[src/rtl/bop_pkg.sv]
// Shared constants and types for the best-offset prefetcher and its delay queue.
package bop_pkg;

  localparam int unsigned DELAYQSIZE = 15;
  localparam int unsigned DELAY      = 60;
  localparam int unsigned TIME_BITS  = 12;
  localparam int unsigned ADDR_WIDTH = 64;

  typedef struct packed {
    logic [ADDR_WIDTH-1:0] data;
    logic [TIME_BITS-1:0]  ts;
    logic                  valid;
    logic                  mature;
  } dq_entry_t;

endpackage

[src/rtl/bop_delay_queue.sv]
// Timed FIFO feeding the best-offset prefetcher's RR table: entries reach the head
// no sooner than DELAY cycles after being pushed.
module bop_delay_queue #(
  parameter int unsigned WIDTH     = bop_pkg::ADDR_WIDTH,
  parameter int unsigned DEPTH     = bop_pkg::DELAYQSIZE,
  parameter int unsigned DELAY     = bop_pkg::DELAY,
  parameter int unsigned TIME_BITS = bop_pkg::TIME_BITS,
  localparam int unsigned CntW     = $clog2(DEPTH + 1)
) (
  input  logic             clk,
  input  logic             rst,
  input  logic             cq_enq,
  input  logic             cq_deq,
  input  logic [WIDTH-1:0] cq_in,
  output logic             cq_empty,
  output logic             cq_full,
  output logic             cq_ready,
  output logic [WIDTH-1:0] cq_out,
  output logic [CntW-1:0]  cq_count,
  output logic             cq_drop
);

  localparam int unsigned PtrW = (DEPTH > 1) ? $clog2(DEPTH) : 1;
  localparam logic [TIME_BITS-1:0] DelayT  = TIME_BITS'(DELAY);
  localparam logic [PtrW-1:0]      LastPtr = PtrW'(DEPTH - 1);
  localparam logic [CntW-1:0]      FullCnt = CntW'(DEPTH);

  typedef struct packed {
    logic [WIDTH-1:0]     data;
    logic [TIME_BITS-1:0] ts;
    logic                 valid;
    logic                 mature;
  } entry_t;

  entry_t               ent_q [DEPTH];
  entry_t               ent_d [DEPTH];
  logic [PtrW-1:0]      head_q, head_d, tail_q, tail_d;
  logic [CntW-1:0]      count_q, count_d;
  logic [TIME_BITS-1:0] now_q;
  logic                 drop_q;
  logic [DEPTH-1:0]     elig;
  logic                 pop, drop;

  // Sticky mature bit keeps long-held entries eligible after the age wraps.
  for (genvar i = 0; i < DEPTH; i++) begin : g_age
    logic [TIME_BITS-1:0] age;
    assign age     = now_q - ent_q[i].ts;
    assign elig[i] = ent_q[i].valid & (ent_q[i].mature | (age >= DelayT));
  end

  assign cq_ready = elig[head_q];
  assign cq_empty = (count_q == '0);
  assign cq_full  = (count_q == FullCnt);
  assign cq_count = count_q;
  assign cq_drop  = drop_q;
  assign cq_out   = ent_q[head_q].valid ? ent_q[head_q].data : '0;

  always_comb begin
    pop     = cq_deq & cq_ready;
    drop    = cq_enq & cq_full & ~pop;
    ent_d   = ent_q;
    head_d  = head_q;
    tail_d  = tail_q;
    count_d = count_q;

    for (int i = 0; i < DEPTH; i++) begin
      ent_d[i].mature = elig[i];
    end

    if (pop || drop) begin
      ent_d[head_q].valid  = 1'b0;
      ent_d[head_q].mature = 1'b0;
      head_d = (head_q == LastPtr) ? '0 : head_q + PtrW'(1);
    end

    // When full, head == tail, so the write below reuses the slot just freed.
    if (cq_enq) begin
      ent_d[tail_q] = '{data: cq_in, ts: now_q, valid: 1'b1, mature: 1'b0};
      tail_d = (tail_q == LastPtr) ? '0 : tail_q + PtrW'(1);
    end

    if (cq_enq && !pop && !cq_full) begin
      count_d = count_q + CntW'(1);
    end else if (pop && !cq_enq) begin
      count_d = count_q - CntW'(1);
    end
  end

  always_ff @(posedge clk) begin
    if (rst) begin
      head_q  <= '0;
      tail_q  <= '0;
      count_q <= '0;
      now_q   <= '0;
      drop_q  <= 1'b0;
      for (int i = 0; i < DEPTH; i++) begin
        ent_q[i].valid  <= 1'b0;
        ent_q[i].mature <= 1'b0;
      end
    end else begin
      head_q  <= head_d;
      tail_q  <= tail_d;
      count_q <= count_d;
      now_q   <= now_q + TIME_BITS'(1);
      drop_q  <= drop;
      for (int i = 0; i < DEPTH; i++) begin
        ent_q[i] <= ent_d[i];
      end
    end
  end

endmodule
[config.mk]
export PLATFORM = sky130hd
export DESIGN_NAME = bop_delay_queue
export DESIGN_NICKNAME = d
export VERILOG_FILES = /design/src/rtl/bop_pkg.sv /design/src/rtl/bop_delay_queue.sv
export SDC_FILE = /design/constraint.sdc
export NUM_CORES = 2
export LEC_CHECK = 0
export CAP_MARGIN = 20
export CORE_UTILIZATION = 60
export CTS_CLUSTER_DIAMETER = 100
export CTS_CLUSTER_SIZE = 40
export DETAILED_ROUTE_END_ITERATION = 10
export PLACE_DENSITY = 0.82
export SLEW_MARGIN = 20
export SYNTH_ARGS = -nofsm -noshare
export SYNTH_HDL_FRONTEND = slang
export SYNTH_SLANG_ARGS = --single-unit
[constraint.sdc]
create_clock -name clk -period 11.9 [get_ports clk]
set_clock_uncertainty 0.15 [all_clocks]
set_input_delay 2.38 -clock clk [delete_from_list [all_inputs] [get_ports clk]]
set_output_delay 2.38 -clock clk [all_outputs]
set_load 0.02 [all_outputs]
met2.png
Bar = 100 µm.
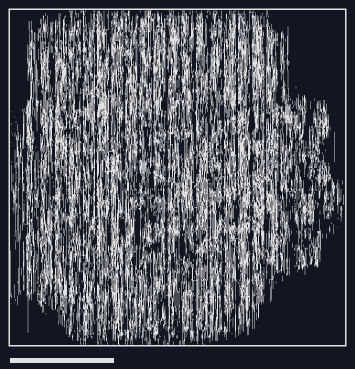
wire length on this layer: 74.2 mm
longest straight run: 98.6 µm
nets with wire on the layer: 3994

cell_classes.png
Bar = 100 µm. Fill, decap, tap and diode cells in grey.
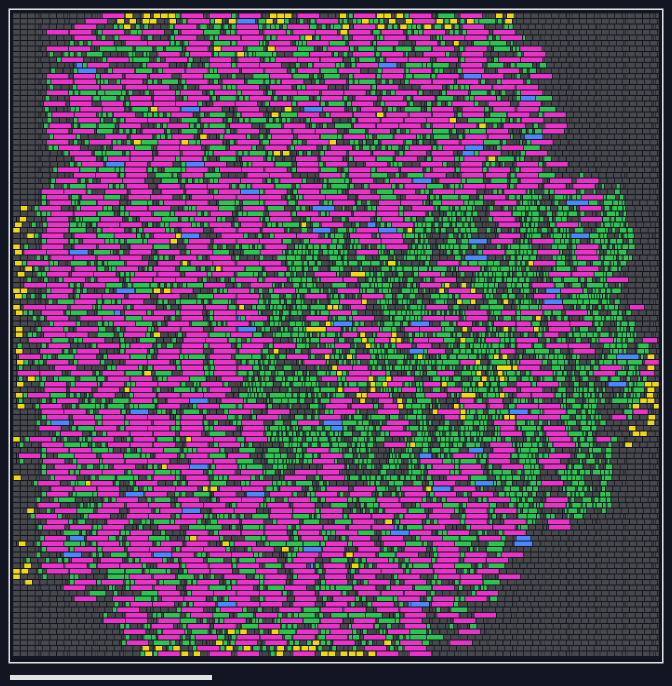
legend:
  clock drivers and dummy loads:
    colour: blue
    cells: 62
    share_of_their_area: 2.2%
  all other logic:
    colour: green
    cells: 3159
    share_of_their_area: 39%
  flip-flops:
    colour: magenta
    cells: 1195
    share_of_their_area: 56%
  other buffers and delay cells:
    colour: yellow
    cells: 215
    share_of_their_area: 3.2%

final_placement.png
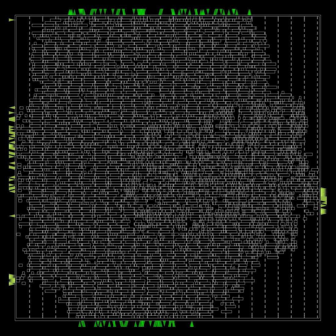
fill cell count: 7209
post-layout instance count excluding filler cells: 6003

clock_map.png
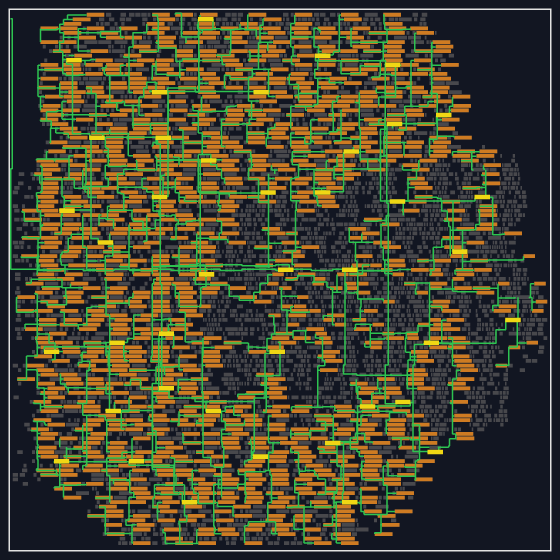
legend:
  clock wires:
    colour: green
    length: 11500 µm
  cells driving clock nets:
    colour: yellow
    count: 41
  flip-flops:
    colour: orange
    count: 1195
flops lie: spread over the die
routed clock nets: 42

==> state kept, by name, indices dropped and copies added, names as in the netlist <==
register and count:
tail_q 4, ent_q 1170, head_q 4, now_q 12
cq_count 4, cq_drop 1
==> kinds of logic after synthesis <==
family,synth area share
multiplexers,0.109
buffers and inverters,0.0389
XOR/XNOR,0.0128
adder cells (fa/ha/maj),0.0393
AND/OR/NAND/NOR,0.168
flip-flops,0.574
AND-OR/OR-AND,0.0591
==> worst paths after layout <==
| check | from | end | cells past startpoint |
|---|---|---|---|
| max | head_q[1] | cq_out[62] | 7 |
| min | ent_q[547] | ent_q[546] | 2 |
| max reg2reg | now_q[6] | cq_count[3] | 19 |
| min reg2reg | ent_q[547] | ent_q[546] | 2 |
==> power by group <==
group	total [mW]	switching, mW	internal, mW
clock network	2.03	1.33	0.709
registers	4.61	0.0328	4.58
logic	0.789	0.490	0.299
total	7.44	1.85	5.59
==> critical path, cell delays in order (launching register included) <==
cell and delay, ps:
dfxtp_4 980, buf_4 800, buf_4 870, mux2i_1 290, o21ai_0 120, mux4_2 610, nor2b_1 170, clkdlybuf4s50_1 580
==> layout make-up <==
class | instances | area (µm²)
clock buffer | 44 | 1060
fill | 7209 | 36400
multi-input combinational | 2953 | 24100
antenna | 4 | 10.0
clock inverter | 18 | 325
timing repair buffer | 215 | 2020
sequential | 1195 | 35400
tap | 1368 | 1710
inverter | 206 | 773
==> synthesized netlist by cell type, drive strengths merged (28+ instances only) <==
master / number
nor2: 157
mux4: 259
nand2b: 28
nor3: 36
nand2: 171
and2: 230
dfxtp: 55
xnor2: 52
inv: 206
mux2i: 79
and3: 890
ha: 168
clkbuf: 388
a21oi: 130
nand3: 50
a21o: 46
o21ai: 159
nor2b: 110
buf: 39
edfxtp: 1140
xor2: 37
==> per-layer routing <==
layer,global-route usage,share of wire,wire length [µm],vias to the layer above
met2,0.484,0.48,74200,2083
met1,0.415,0.39,60800,19931
met3,0.0470,0.096,14900,259
li1,-,-,-,17602
met5,0,0.00057,88,-
met4,0.0986,0.029,4550,12
==> per-stage QoR <==
step	instance area, µm²	worst slack, ps	utilization	hold WS (ps)
2_1_floorplan	61600	4480	-	276
3_3_place_gp	63900	4910	0.628	290
3_5_place_dp	63900	4770	0.628	296
4_1_cts	65300	4160	0.642	329
5_1_grt	65300	4030	0.642	351
6_report	65300	4170	0.642	337
==> run summary <==
The flow run is done. The run finished with clean final reports. For reference, the most critical setup path is categorized as flop to output port. Number of distinct library cells after synthesis landed at 89.

The root buffer cell chosen for the clock tree is clkbuf_16. Number of DRC markers after the initial detailed-route iteration landed at 4922. Async set-reset flop share out of synthesis landed at 0.

The detailed router placed 39887 vias in this run. Remaining number of nets flagged by the antenna check after routing landed at 0. The worst hold path belongs to the class flop to flop. Dividing the final minimum period by the clock period gives 0.650. Sorting the Yosys area breakdown by cell type puts at the top edfxtp_1. The floorplan has 117 rows.

Post-placement cell count landed at 5937. After its last routability iteration, the placer logged a weighted congestion of 0.892. The top cell type in the final layout, fill and taps aside, is edfxtp_1. Aggregate negative setup slack landed at 0 ps. The worst-case max-slew headroom was logged as 0.204. STA classifies the critical path endpoint as an output port. As logged by OpenROAD, the buffers inserted on ports number 139.

In this run the post-CTS setup repair buffer count came out at 0. Largest fanout on the critical path landed at 62. Arrival time at the worst endpoint landed at 5200 ps.

The share of the Yosys chip area taken by registers is 0.574. Overall fraction of global-route tracks in use landed at 0.298. Synthesis-to-finish area growth landed at 6.04%. The worst-case IR drop observed on VDD is 0.106 mV.

CTS added clock buffers totalling 41. Placeable core area landed at 102000 µm². Maximum level of the CTS H-tree landed at 2.

The first global-routing pass estimated 235000 µm of wire. Max-capacitance violation count landed at 0. Number of sinks driven by the clock tree landed at 1195. The clock passes through at most 3 buffers. Average detailed-routed wire length per instance landed at 25.7 µm.

Area reported by Yosys stat landed at 61600 µm². Routed via count divided by cell count landed at 6.64. The flow reports an fmax of 129 MHz.

The leakage component of the power was reported as 25.7 nW. Count of warnings emitted by yosys landed at 0. The synthesized netlist was found by Yosys to have 4781 cells. The floorplan report gives the top-level pin count as 140. Final setup violation count landed at 0. For the worst setup path, the data required time is 9370 ps. Die extent in y landed at 322 µm.

The most common logic cells in the final layout are edfxtp_1, and3_1, mux4_2. Pin slew with the least headroom to its limit landed at 1190 ps. TritonCTS built the clock tree. Ratio of total power to cell area landed at 114 nW/µm². Clock latency on the worst-skew pair landed at 700 ps. The routed design could run at a clock period as short as 7730 ps. Setup repair after global routing left no endpoint under its margin.

Detailed-placement wirelength estimate landed at 84600 µm. The most used flip-flop cell after synthesis is edfxtp_1. After synthesis the netlist holds a flip-flop and latch count of 1195. Entering global routing, the biggest net connects 220 pins. DRC violation count after routing landed at 0.

Number of global-route vias before repair landed at 39108. Proportion of layout cells with a drive suffix above 1 landed at 0.102. In the post-synthesis netlist, the biggest area contributors are edfxtp_1, mux4_2, and3_1. Iteration count of the initial detailed-routing pass landed at 5. The design draws 7.44 mW. Final net count landed at 4864. Core utilization before placement landed at 0.606. STA classifies the critical path startpoint as a flop.

Clock transition at the register clock pins on the worst setup and hold paths after CTS landed at 130 ps. Total wirelength of the detailed-routed design landed at 155000 µm. Die span in x landed at 322 µm.

Synthesis produced a netlist with a net count of 5033. Number of synthesized flops with an enable pin landed at 1140. Hold repair after CTS inserted 0 buffers. Of the post-synthesis cell area, the dominant cell type holds 0.556. Post-synthesis instance area landed at 61600 µm². Initial antenna violation count landed at 11.

Counting every instance in the synthesized netlist gives 4781. Counting endpoints that fail hold in the final report gives 0. Average size of a mapped cell landed at 12.9 µm². Total overflow reported by the global router landed at 0.

The final timing report lists a max-slew violation count of 0. The number of warnings reported in the stage logs is 75. The die covers 104000 µm². Cell resize tally after clock tree synthesis landed at 0.

The timing report gives the worst reg2reg path a setup slack of 6180 ps.
Power and IR drop assume default switching activity.
